## src/rtl/calc_operand_queue.sv

```systemverilog
// calc_operand_queue: head/tail ring buffer of operands for the calculator ALU.
// Presents the two oldest entries as a concatenated pair, supports push,
// pop, pop-and-push and pair-consume-and-push, with flush and a sticky
// illegal-op error report.
module calc_operand_queue #(
  parameter int unsigned DATA_W = 8,
  parameter int unsigned DEPTH  = 8,
  parameter int unsigned PTR_W  = $clog2(DEPTH),
  parameter int unsigned CNT_W  = $clog2(DEPTH + 1)
) (
  input  logic                clk,
  input  logic                rst,
  input  logic                op_valid,
  input  logic [1:0]          opcode,
  input  logic [DATA_W-1:0]   back,
  input  logic                flush,
  input  logic                clr_err,
  output logic [2*DATA_W-1:0] top_conc,
  output logic                top_valid,
  output logic [CNT_W-1:0]    count,
  output logic                empty,
  output logic                full,
  output logic                err,
  output logic [1:0]          err_code
);

  typedef enum logic [1:0] {
    OP_PUSH      = 2'b00,
    OP_POP_PUSH  = 2'b01,
    OP_PAIR_PUSH = 2'b10,
    OP_POP       = 2'b11
  } op_e;

  localparam logic [CNT_W-1:0] CNT_ZERO = CNT_W'(0);
  localparam logic [CNT_W-1:0] CNT_ONE  = CNT_W'(1);
  localparam logic [CNT_W-1:0] CNT_TWO  = CNT_W'(2);
  localparam logic [CNT_W-1:0] CNT_FULL = CNT_W'(DEPTH);
  localparam logic [PTR_W-1:0] PTR_ONE  = PTR_W'(1);
  localparam logic [PTR_W-1:0] PTR_TWO  = PTR_W'(2);

  logic [DATA_W-1:0] mem_q [DEPTH];
  logic [DATA_W-1:0] mem_d [DEPTH];
  logic [PTR_W-1:0]  head_q, head_d;
  logic [PTR_W-1:0]  tail_q, tail_d;
  logic [CNT_W-1:0]  count_q, count_d;
  logic              err_q, err_d;
  logic [1:0]        err_code_q, err_code_d;

  logic              is_empty_c;
  logic              is_full_c;
  logic              has_pair_c;
  logic              legal_c;
  logic [PTR_W-1:0]  head_nx_c;
  op_e               op_c;

  // Occupancy-derived status shared by op legality checks and outputs.
  always_comb begin
    is_empty_c = (count_q == CNT_ZERO);
    is_full_c  = (count_q == CNT_FULL);
    has_pair_c = (count_q >= CNT_TWO);
    head_nx_c  = head_q + PTR_ONE;
    op_c       = op_e'(opcode);
  end

  // Legality of the presented opcode against the current occupancy.
  always_comb begin
    legal_c = 1'b0;
    unique case (op_c)
      OP_PUSH:      legal_c = !is_full_c;
      OP_POP_PUSH:  legal_c = !is_empty_c;
      OP_PAIR_PUSH: legal_c = has_pair_c;
      OP_POP:       legal_c = !is_empty_c;
      default:      legal_c = 1'b0;
    endcase
  end

  // Next-state: flush beats ops; an illegal op in the same cycle as clr_err wins.
  always_comb begin
    mem_d      = mem_q;
    head_d     = head_q;
    tail_d     = tail_q;
    count_d    = count_q;
    err_d      = err_q;
    err_code_d = err_code_q;

    if (clr_err) begin
      err_d      = 1'b0;
      err_code_d = 2'b00;
    end

    if (flush) begin
      head_d  = '0;
      tail_d  = '0;
      count_d = CNT_ZERO;
    end else if (op_valid) begin
      if (legal_c) begin
        unique case (op_c)
          OP_PUSH: begin
            mem_d[tail_q] = back;
            tail_d        = tail_q + PTR_ONE;
            count_d       = count_q + CNT_ONE;
          end
          OP_POP_PUSH: begin
            // Head slot is released before the write; when full, tail == head.
            mem_d[tail_q] = back;
            tail_d        = tail_q + PTR_ONE;
            head_d        = head_nx_c;
          end
          OP_PAIR_PUSH: begin
            // Two slots are freed, so the write slot is never a live entry.
            mem_d[tail_q] = back;
            tail_d        = tail_q + PTR_ONE;
            head_d        = head_q + PTR_TWO;
            count_d       = count_q - CNT_ONE;
          end
          OP_POP: begin
            head_d  = head_nx_c;
            count_d = count_q - CNT_ONE;
          end
          default: begin
            head_d = head_q;
          end
        endcase
      end else begin
        err_d = 1'b1;
        if (!err_q || clr_err) begin
          err_code_d = opcode;
        end
      end
    end
  end

  // State register with asynchronous reset clearing storage and flags.
  always_ff @(posedge clk or posedge rst) begin
    if (rst) begin
      mem_q      <= '{default: '0};
      head_q     <= '0;
      tail_q     <= '0;
      count_q    <= CNT_ZERO;
      err_q      <= 1'b0;
      err_code_q <= 2'b00;
    end else begin
      mem_q      <= mem_d;
      head_q     <= head_d;
      tail_q     <= tail_d;
      count_q    <= count_d;
      err_q      <= err_d;
      err_code_q <= err_code_d;
    end
  end

  // Outputs decoded from registered state; absent entries read as zero.
  always_comb begin
    top_conc[2*DATA_W-1:DATA_W] = is_empty_c ? '0 : mem_q[head_q];
    top_conc[DATA_W-1:0]        = has_pair_c ? mem_q[head_nx_c] : '0;
    top_valid                   = has_pair_c;
    count                       = count_q;
    empty                       = is_empty_c;
    full                        = is_full_c;
    err                         = err_q;
    err_code                    = err_code_q;
  end

endmodule

```

## config.mk

```make
export PLATFORM = sky130hd
export DESIGN_NAME = calc_operand_queue
export DESIGN_NICKNAME = d
export VERILOG_FILES = /design/src/rtl/calc_operand_queue.sv
export SDC_FILE = /design/constraint.sdc
export NUM_CORES = 1
export LEC_CHECK = 0
export ABC_CLOCK_PERIOD_IN_PS = 2100
export CORE_MARGIN = 3
export CORE_UTILIZATION = 45
export CTS_CLUSTER_SIZE = 40
export DETAILED_ROUTE_END_ITERATION = 12
export GPL_TIMING_DRIVEN = 0
export HOLD_SLACK_MARGIN = 0.08
export PLACE_DENSITY = 0.68
export SYNTH_ARGS = -nofsm -noshare
export SYNTH_HDL_FRONTEND = slang
export SYNTH_SLANG_ARGS = --single-unit
```

## constraint.sdc

```tcl
create_clock -name clk -period 2.1 [get_ports clk]
set_input_delay 0.21 -clock clk [delete_from_list [all_inputs] [get_ports clk]]
set_output_delay 0.21 -clock clk [all_outputs]
set_load 0.005 [all_outputs]
```

**Run 1: track usage over the die**

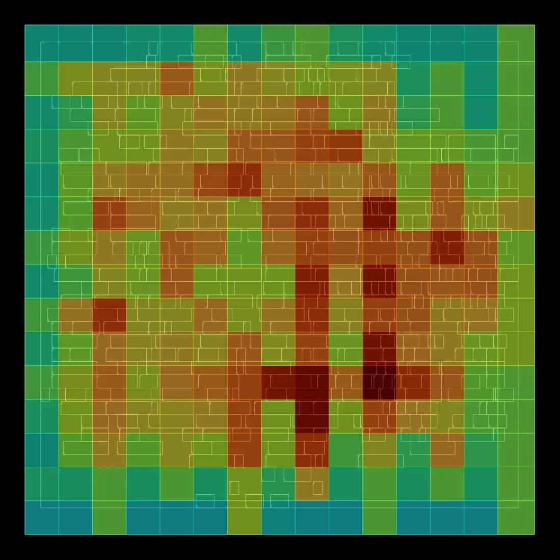
met2 usage: 0.358
fin util: 0.631
met3 Use GR: 0.0571

**Run 1: where the registers sit**

Scale bar: 20 um. Other sequential cells in the stronger grey, the rest of the logic in the fainter grey.
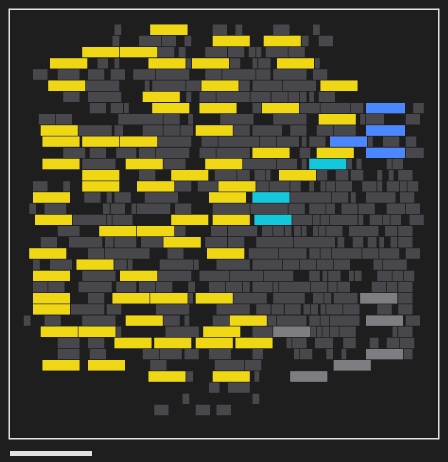
- cyan: head_q (placed flops 3)
- blue: count (placed flops 4)
- yellow: mem_q (placed flops 64)
- not coloured: 6
sequential cell area share: 0.329
Flop+latch power: 1.86 mW

**Run 1: gate families picked out**

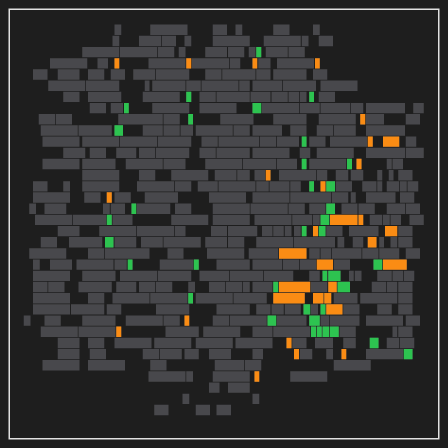
- green: nand cells (cells 37)
- orange: nor cells (cells 31)
dominant logic cell type in the layout: dfrtp_1
Non-Filler Instances: 545
Comb area share: 0.426

## run 1: where the power goes
group,internal [mW],switching (mW),total (mW)
combinational,1.00,0.731,1.73
sequential,1.69,0.175,1.86
clock,0.705,0.548,1.25
total,3.40,1.45,4.85
## run 1: sequential cells by signal (all words and copies together), names as in the netlist
signal,cells
head_q,3
tail_q,3
count,4
err_code,2
mem_q,64
err,1
## run 1: final timing paths
| kind | endpoint | slack, ns | depth (start not counted) |
|---|---|---|---|
| hold / removal | mem_q[50] | 0.21 | 2 |
| max in group asynchronous | count[0] | 1.15 | 4 |
| min in group clk | err_code[1] | 0.49 | 1 |
| setup / recovery | top_conc[3] | -0.22 | 7 |
| hold reg to reg | err_code[1] | 0.49 | 1 |
| setup reg to reg | mem_q[37] | -0.07 | 5 |
## run 1: area by class of cell
| cell class | instances | share of cell area |
|---|---|---|
| Multi-Input combinational cell | 219 | 0.426 |
| Sequential cell | 77 | 0.329 |
| Timing Repair Buffer | 82 | 0.138 |
| Buffer | 16 | 0.0363 |
| Tap cell | 129 | 0.0275 |
| Clock buffer | 11 | 0.0241 |
| Clock inverter | 5 | 0.0139 |
| Inverter | 6 | 0.00448 |
## run 1: metal layers
| layer | vias up | GRT usage | part of all wire |
|---|---|---|---|
| met5 | - | 0 | 0 |
| met2 | 96 | 0.358 | 0.48 |
| met1 | 1599 | 0.291 | 0.43 |
| met3 | 30 | 0.0571 | 0.062 |
| li1 | 1367 | - | - |
| met4 | 0 | 0.0817 | 0.031 |
## run 1: through the flow
| step | hold WS, ns | std cells | setup slack, ns | utilization | setup TNS (ns) |
|---|---|---|---|---|---|
| 5_1_grt | 0.235 | 545 | -0.288 | 0.631 | -9.95 |
| 3_3_place_gp | 0.475 | 490 | -1.11 | 0.531 | -50.77 |
| 4_1_cts | 0.218 | 537 | -0.195 | 0.618 | -3.13 |
| 6_report | 0.208 | 545 | -0.217 | 0.631 | -4.79 |
| 2_1_floorplan | 0.342 | 321 | -0.129 | - | -2.01 |
| 3_5_place_dp | 0.482 | 492 | -1.13 | 0.535 | -54.06 |
## run 1: cells in the final DEF (no fill, tap or decap), types with 3 or more instances in the layout
master | netlist | final
buf_2 | 5 | 18
clkdlybuf4s50_1 | 0 | 24
dfrtp_1 | 77 | 74
nand2_1 | 24 | 20
xor2_1 | 5 | 4
mux4_2 | 32 | 32
nand3_1 | 3 | 3
nand4_1 | 3 | 3
a21oi_1 | 13 | 7
mux2_2 | 63 | 44
a21oi_2 | 1 | 6
clkbuf_1 | 9 | 4
xnor2_1 | 4 | 3
nand2_2 | 0 | 4
buf_12 | 0 | 12
clkbuf_8 | 0 | 12
ha_1 | 4 | 3
nand2b_1 | 5 | 4
dfrtp_2 | 0 | 3
buf_6 | 4 | 15
mux2i_1 | 10 | 10
inv_1 | 6 | 5
buf_4 | 0 | 20
nor2_1 | 19 | 18
nor2_4 | 0 | 3
mux2_4 | 0 | 20
## run 1: cells by family after synthesis
kind of cell | Yosys count | share of synthesized area
muxes | 106 | 0.356
DFF | 77 | 0.445
and+or+nand+nor | 74 | 0.0948
AOI/OAI and AO/OA | 25 | 0.0399
buffers and inverters | 25 | 0.0300
xor gates and xnor gates | 9 | 0.0182
adders and majority gates | 5 | 0.0162
==> impl_metrics.ini, run 1 <==
; generated from flow reports
[outcome]
run_status = finished with violations
violations = setup timing

[worst_setup_path]
end_kind = output pin
crit_buf_inv = 3
worstReg2RegStart = count[0]
max_stage_delay_ns = 0.49
crit_start = head_q[0]
crit_slowest_cell = mux4_2
worstPathRequired_ns = 1.89
critPathKind = flip-flop to output pin
crit_fanout = 4
cp.arrival_ns = 2.11
startpoint_type = flip-flop
path_delay_family = multiplexers

[placed_design]
portBuffers = 40
hpwl_um = 6760
place_area_um2 = 4970
gp_congestion = 0.761

[detailed_routing]
drt_iter0_markers = 135
ant_nets = 0
avgViaCountPerCell = 5.67
wl_per_cell_um = 21.2
num_vias = 3092
drc = 0
firstDrtPassIters = 4

[clock_network]
clkLatencyLatePin_ns = 0.35
cts_made_buffers = 9
cts.sink_count = 77
cts_resized = 146
cts_setup_buffers = 31
cts-root-buf = clkbuf_8
cts_htree_levels = 3
clockBufferDepth = 2
tritoncts = built
cts_hold_buf = 0
clk_pin_slew_worst_paths_ns = 0.08

[timing]
fmax_mhz = 432
layout_min_cycle_time_ns = 2.32
fin_worst_skew_ns = 0.0105
slew_headroom = 0.571
worst_slack_ns = -0.217
drv_slew = 0
worst_pin_slew_ns = 0.639
hold_violations = 0
setup_violations = 76
rsz0062_at_grt = yes

[yosys]
ys_ff = 77
yosys.area.top_type_share = 0.445
topCellsByArea = dfrtp_1, mux4_2, mux2_2, mux2i_1, nand2_1
yosysWarnings = 0
synth-main-ff-cell = dfrtp_1
syn-num-nets = 341
ys_chip_area_um2 = 4330
synth_area_um2 = 4330
yosysTopAreaCell = dfrtp_1
synth.most_common_cell = dfrtp_1
async_flop_share = 1.00
syn_inst = 321
avgSynthCellArea_um2 = 13.5
ys_cells = 321
edf_count = 0
common_cells = dfrtp_1, mux2_2, mux4_2, nand2_1, nor2_1

[floorplanning]
fp_util = 0.466
rows = 35
die_w_um = 104
core-area_um2 = 9280
die-area_um2 = 10800

[finish]
layout-drive-gt1-share = 0.522
area_delta_synth_final_pct = 35.3
nNetsFinal = 431
flop_area_um2 = 1930
diodes = 0
mi_logic_area_um2 = 2500
nFillCells = 712
final_area_um2 = 5860

[global_route]
grt_use_total = 0.222
grt_overflow = 0
grt_pass1_wl_um = 18400
first_global_vias = 3357
grt_antenna_before_repair = 0

[pwr]
power_leakage_nw = 2.57
ir_drop_mv = 0.476

[flow_run]
drv_cap = 0

[min_path]
min_path_type = input port to async pin
--- run 2 (diff from run 1) ---
==> constraint.sdc (replaced) <==
create_clock -name clk -period 2.1 [get_ports clk]
set_input_delay 0.42 -clock clk [delete_from_list [all_inputs] [get_ports clk]]
set_output_delay 0.42 -clock clk [all_outputs]
set_load 0.005 [all_outputs]
==> run 2 against run 1 <==
Compared with the run above: global-route usage increased by 1.1 points; power decreased by 2.5%; flip-flop count unchanged; critical endpoint is now top_conc[0]; cell area about the same; synthesized cell count unchanged; the flow still finishes with violations (setup timing); clock skew increased by 0.0035 ns; non-clock buffer count increased by 3; first-iteration DRC count increased by 92%; clock power decreased by about 10%; utilization about the same; combinational power about the same; setup slack got worse by 0.17 ns.
==> impl_metrics.ini, run 2 <==
; generated from flow reports
[clock_network]
clk_pin_slew_worst_paths_ns = 0.10
cts_hold_buf = 0
cts.sink_count = 77
clkLatencyLatePin_ns = 0.36
clockBufferDepth = 2
cts_htree_levels = 3

[worst_setup_path]
path_delay_family = multiplexers
r2r_cells = 7
r2r-end = mem_q[0]
ff2ff_setup_slack_ns = -0.13
crit_start = head_q[0]
worstPathRequired_ns = 1.68
crit_slowest_cell = mux4_2
startpoint_type = flip-flop
crit_cells = 6
setup.worst_path.end = top_conc[0]
end_kind = output pin
max_stage_delay_ns = 0.49

[yosys]
synth.most_common_cell = dfrtp_1
syn_inst = 321
topCellsByArea = dfrtp_1, mux4_2, mux2_2, mux2i_1, nand2_1
synth-main-ff-cell = dfrtp_1
ys_chip_area_um2 = 4330
yosys.area.top_type_share = 0.445
ys_ff = 77
yosysTopAreaCell = dfrtp_1
yosysWarnings = 0
async_flop_share = 1.00

[finish]
layout_top_cell = dfrtp_1
largest_reg_flops = 64
mi_logic_area_um2 = 2530
final_cell_mix = dfrtp_1, mux2_2, mux4_2, buf_4, nand2_1
layout-drive-gt1-share = 0.554
area_delta_synth_final_pct = 35.4

[outcome]
violations = setup timing
run_status = finished with violations

[timing]
hold_violations = 0
worst_pin_slew_ns = 0.612
slew_headroom = 0.590
fmax_mhz = 402
rsz0062_at_grt = yes
worst_slack_ns = -0.389
setup_violations = 62
drv_slew = 0
fin_worst_skew_ns = 0.0140

[global_route]
grt_pass1_wl_um = 19700
first_global_vias = 3439

[placed_design]
place_ws_ns = -1.12
portBuffers = 40

[detailed_routing]
drt_iter0_markers = 259

[pwr]
switching_share = 0.332
pwr-share-clk = 0.235

[floorplanning]
rows = 35
fp_util = 0.466
## run 2: cell types whose count changed in the layout (fill, tap and decap cells not counted), moves of 4 or more
cell / delta
buf_4: +6
clkdlybuf4s50_1: -6
buf_6: -4
dlymetal6s2s_1: +4
## run 2: through the flow
stage          total power [mW]  std cells  utilization  hold slack, ns  cell area [um^2]
5_1_grt                    4.98        548        0.632           0.341              5860
6_report                   4.73        548        0.632           0.330              5860
2_1_floorplan              2.74        321            -           0.476              4340
3_5_place_dp               3.29        493        0.533           0.492              4950
3_3_place_gp               3.24        490        0.528           0.477              4900
4_1_cts                    4.68        547        0.628           0.330              5830
## run 2: how the worst min path moves through the flow
stage | from | end | slack (ns) | cells after the start
6_report | rst | tail_q[1] | 0.33 | 2
5_1_grt | rst | tail_q[1] | 0.34 | 2
4_1_cts | rst | err_code[0] | 0.33 | 2
3_5_place_dp | err_code[1] | err_code[1] | 0.49 | 1
3_3_place_gp | err_code[1] | err_code[1] | 0.48 | 1
2_1_floorplan | mem_q[0] | mem_q[0] | 0.48 | 1
## run 2: logic make-up after synthesis
group,after synthesis,share of synthesized area
adders and majority gates,5,0.0162
buffers and inverters,25,0.0300
DFF,77,0.445
and+or+nand+nor,74,0.0948
muxes,106,0.356
AOI/OAI and AO/OA,25,0.0399
xor gates and xnor gates,9,0.0182
## run 2: area by class of cell
class / count / share of cell area
clock buffers: 9 / 0.0211
flip-flops and latches: 77 / 0.329
plain buffers: 16 / 0.0373
well taps: 129 / 0.0275
inverters: 6 / 0.00448
clock inverters: 7 / 0.0111
multi-input cells: 219 / 0.432
repair buffers: 85 / 0.137
## run 2: power by group through the flow
stage	combinational, mW	sequential, mW	clock (mW)
floorplan	0.913	1.82	0
global placement	1.38	1.86	0
detailed placement	1.42	1.87	0
CTS	1.70	1.85	1.13
global route	1.90	1.89	1.19
finish	1.76	1.86	1.11
## run 2: metal layers
layer,global-route usage,routed length [um],part of all wire
met5,0,0,0
met4,0.0522,173,0.015
met3,0.0521,833,0.070
met2,0.366,5840,0.49
met1,0.333,5000,0.42
## run 2: timing repair
item | 4_1_cts | 5_1_grt
setup endpoints to repair | 96 | 94
resized | 162 | 16
pin swaps | 23 | 11
setup buffers | 37 | 8
gates cloned | 2 | 0
**Run 2: where the registers sit**

Scale bar: 20 um. Other sequential cells in the stronger grey, the rest of the logic in the fainter grey.
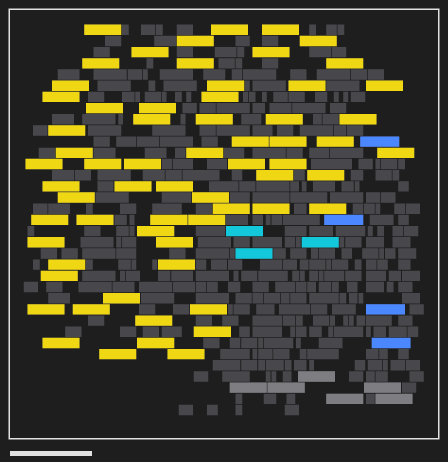
- cyan: head_q (placed flops 3)
- blue: count (placed flops 4)
- yellow: mem_q (placed flops 64)
- not coloured: 6
Flop area: 1930 um^2
sequential cell area share: 0.329
fin util: 0.632

**Run 2: track usage over the die**

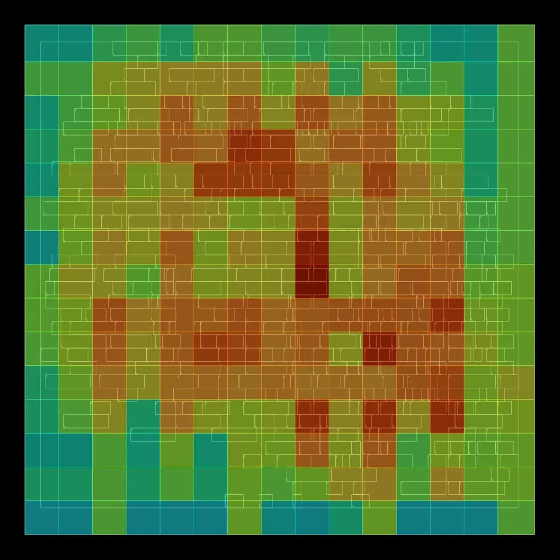
met3 Use GR: 0.0521
routing usage on met1: 0.333
total global routing track utilization: 0.233

--- run 3 (diff from run 2) ---
--- a/config.mk
+++ b/config.mk
@@ -5,7 +5,7 @@
 export SDC_FILE = /design/constraint.sdc
 export NUM_CORES = 1
 export LEC_CHECK = 0
-export ABC_CLOCK_PERIOD_IN_PS = 2100
+export CAP_MARGIN = 20
 export CORE_MARGIN = 3
 export CORE_UTILIZATION = 45
 export CTS_CLUSTER_SIZE = 40
@@ -16,3 +16,4 @@
 export SYNTH_ARGS = -nofsm -noshare
 export SYNTH_HDL_FRONTEND = slang
 export SYNTH_SLANG_ARGS = --single-unit
+export TNS_END_PERCENT = 10
==> run 3 against run 2 <==
Compared with the run above: the flow still finishes with violations (setup timing); wire length fell by 6.5%; via count fell by 3.1%; fmax rose by 1.0%; first-iteration DRC count fell by 35%; cell area fell by 3.7%; power rose by 0.13%; sequential share of layout area rose by 1.2 points; count of clock-buffer cells in the layout did not move; largest cell class unchanged.
==> impl_metrics.ini, run 3 <==
; generated from flow reports
[detailed_routing]
ant_nets = 0
num_vias = 3053
avgViaCountPerCell = 5.74
drc = 0
drt_iter0_markers = 169
firstDrtPassIters = 4

[finish]
largest_reg_flops = 64
final_cell_mix = dfrtp_1, mux2_2, mux4_2, nand2_1, clkdlybuf4s50_1
area_delta_synth_final_pct = 30.4
diodes = 0
regMostFlops = mem_q
nNetsFinal = 418

[placed_design]
dpl.cell_count = 493
place_ws_ns = -1.42
hpwl_um = 6980
portBuffers = 40

[timing]
hold_violations = 0
worst_slack_ns = -0.364
fin_worst_skew_ns = 0.00801
worst_pin_slew_ns = 0.787
setup_violations = 49
drv_slew = 0
setup_tns_ns = -6.35
rsz0062_at_grt = yes
fmax_mhz = 406
slew_headroom = 0.472
layout_min_cycle_time_ns = 2.46
hold_slack_ns = 0.355

[floorplanning]
die-area_um2 = 10800
core-area_um2 = 9280
fp_util = 0.466
die_w_um = 104

[global_route]
grt_pass1_wl_um = 18000
grt_overflow = 0
first_global_vias = 3198
grt-busiest-layer = met2
grt_use_met3 = 0.0403
grt_antenna_before_repair = 0
use_met1 = 0.302

[pwr]
switching_share = 0.307
pwr-share-clk = 0.268
power_leakage_nw = 2.47
p_int_mw = 3.28
power_frac_comb = 0.341
pwr-share-seq = 0.391

[yosys]
synth_area_um2 = 4330
topCellsByArea = dfrtp_1, mux4_2, mux2_2, mux2i_1, nand2_1
async_flop_share = 1.00
syn-num-nets = 341
common_cells = dfrtp_1, mux2_2, mux4_2, nand2_1, nor2_1
synth.most_common_cell = dfrtp_1
yosys.area.top_type_share = 0.445
ys_ff = 77
syn_inst = 321
yosysWarnings = 0
edf_count = 0
yosysTopAreaCell = dfrtp_1
ys_cells = 321

[worst_setup_path]
path_delay_family = multiplexers
critPathKind = flip-flop to output pin
r2r_cells = 6
startpoint_type = flip-flop
crit_start = head_q[0]
cp.arrival_ns = 2.04
ff2ff_setup_slack_ns = -0.07
crit_fanout = 6
r2r-end = mem_q[36]
worstPathRequired_ns = 1.68
crit_slowest_cell = mux4_2
max_stage_delay_ns = 0.49
end_kind = output pin

[clock_network]
clk_pin_slew_worst_paths_ns = 0.08
cts.sink_count = 77
clockBufferDepth = 2
cts_htree_levels = 3
cts_hold_buf = 0
tritoncts = built

[outcome]
violations = setup timing
run_status = finished with violations

[min_path]
min_path_type = input port to async pin

[flow_run]
drv_cap = 0
run 3: cell counts after synthesis:
No cell type changed its count.
run 3: timing repair:
| item | CTS | global route |
|---|---|---|
| pin swaps | 11 | 2 |
| buffers inserted | 24 | 0 |
| resized | 151 | 3 |
| setup endpoints to repair | 96 | 84 |
| gates cloned | 0 | 0 |
run 3: area by class of cell:
type                       count  area (um^2)
timing repair buffer          67          629
clock buffer                   9          124
clock inverter                 7          100
fill                         733         3640
tap                          129          161
sequential                    77         1930
buffer                        18          219
multi-input combinational    219         2460
inverter                       6         26.3
run 3: how the worst max path moves through the flow:
| stage | end | slack (ns) | cells after the start |
|---|---|---|---|
| 2_1_floorplan | top_conc[0] | -0.20 | 6 |
| 3_3_place_gp | top_conc[2] | -1.40 | 7 |
| 3_5_place_dp | top_conc[1] | -1.42 | 7 |
| 4_1_cts | top_conc[11] | -0.36 | 7 |
| 5_1_grt | top_conc[13] | -0.41 | 7 |
| 6_report | top_conc[11] | -0.36 | 7 |
run 3: cell families (layout without fill, tap and decap cells):
| kind of cell | Yosys count | after routing | share of synthesized area |
|---|---|---|---|
| AOI/OAI and AO/OA | 25 | 25 | 0.0399 |
| xor gates and xnor gates | 9 | 9 | 0.0182 |
| adders and majority gates | 5 | 5 | 0.0162 |
| buffers and inverters | 25 | 107 | 0.0300 |
| DFF | 77 | 77 | 0.445 |
| muxes | 106 | 106 | 0.356 |
| and+or+nand+nor | 74 | 74 | 0.0948 |
run 3: per-stage QoR:
stage	power (mW)	cell area (um^2)
floorplan	2.74	4330
global placement	3.24	4900
detailed placement	3.29	4940
CTS	4.75	5630
global route	4.98	5650
finish	4.73	5650
run 3: layer usage:
metal,routed length (um),vias to the layer above
met5,0,-
met4,185,0
met3,678,14
met2,5400,105
met1,4810,1581
li1,-,1353
run 3: power by group through the flow:
stage	registers [mW]	clock network [mW]	logic, mW
floorplan	1.82	0	0.912
global placement	1.86	0	1.38
detailed placement	1.87	0	1.42
CTS	1.85	1.29	1.61
global route	1.89	1.36	1.73
finish	1.85	1.27	1.61
**Run 3: gate families picked out**

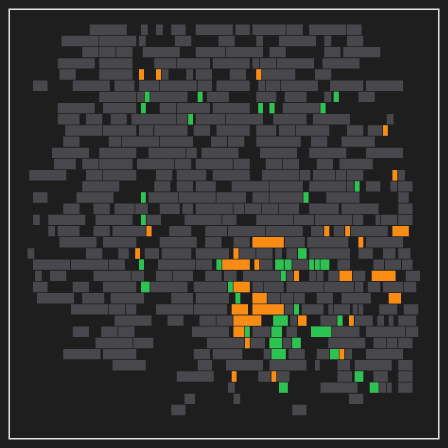
- green: nand cells (cells 37)
- orange: nor cells (cells 31)
Non-Filler Instances: 532
Comb area share: 0.435

**Run 3: where the registers sit**

Scale bar: 20 um. Other sequential cells in the stronger grey, the rest of the logic in the fainter grey.
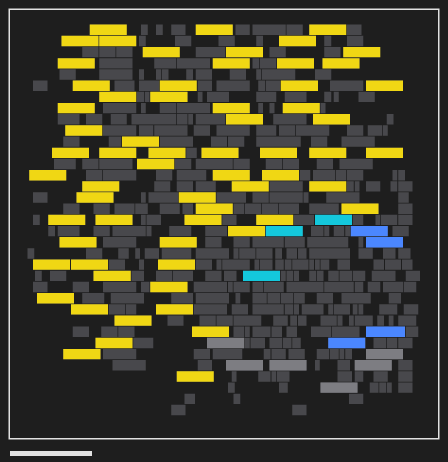
- cyan: head_q (placed flops 3)
- yellow: mem_q (placed flops 64)
- blue: count (placed flops 4)
sequential cell area share: 0.341
Flop+latch power: 1.85 mW
fin util: 0.608

Power is estimated from default activity; no workload was simulated.
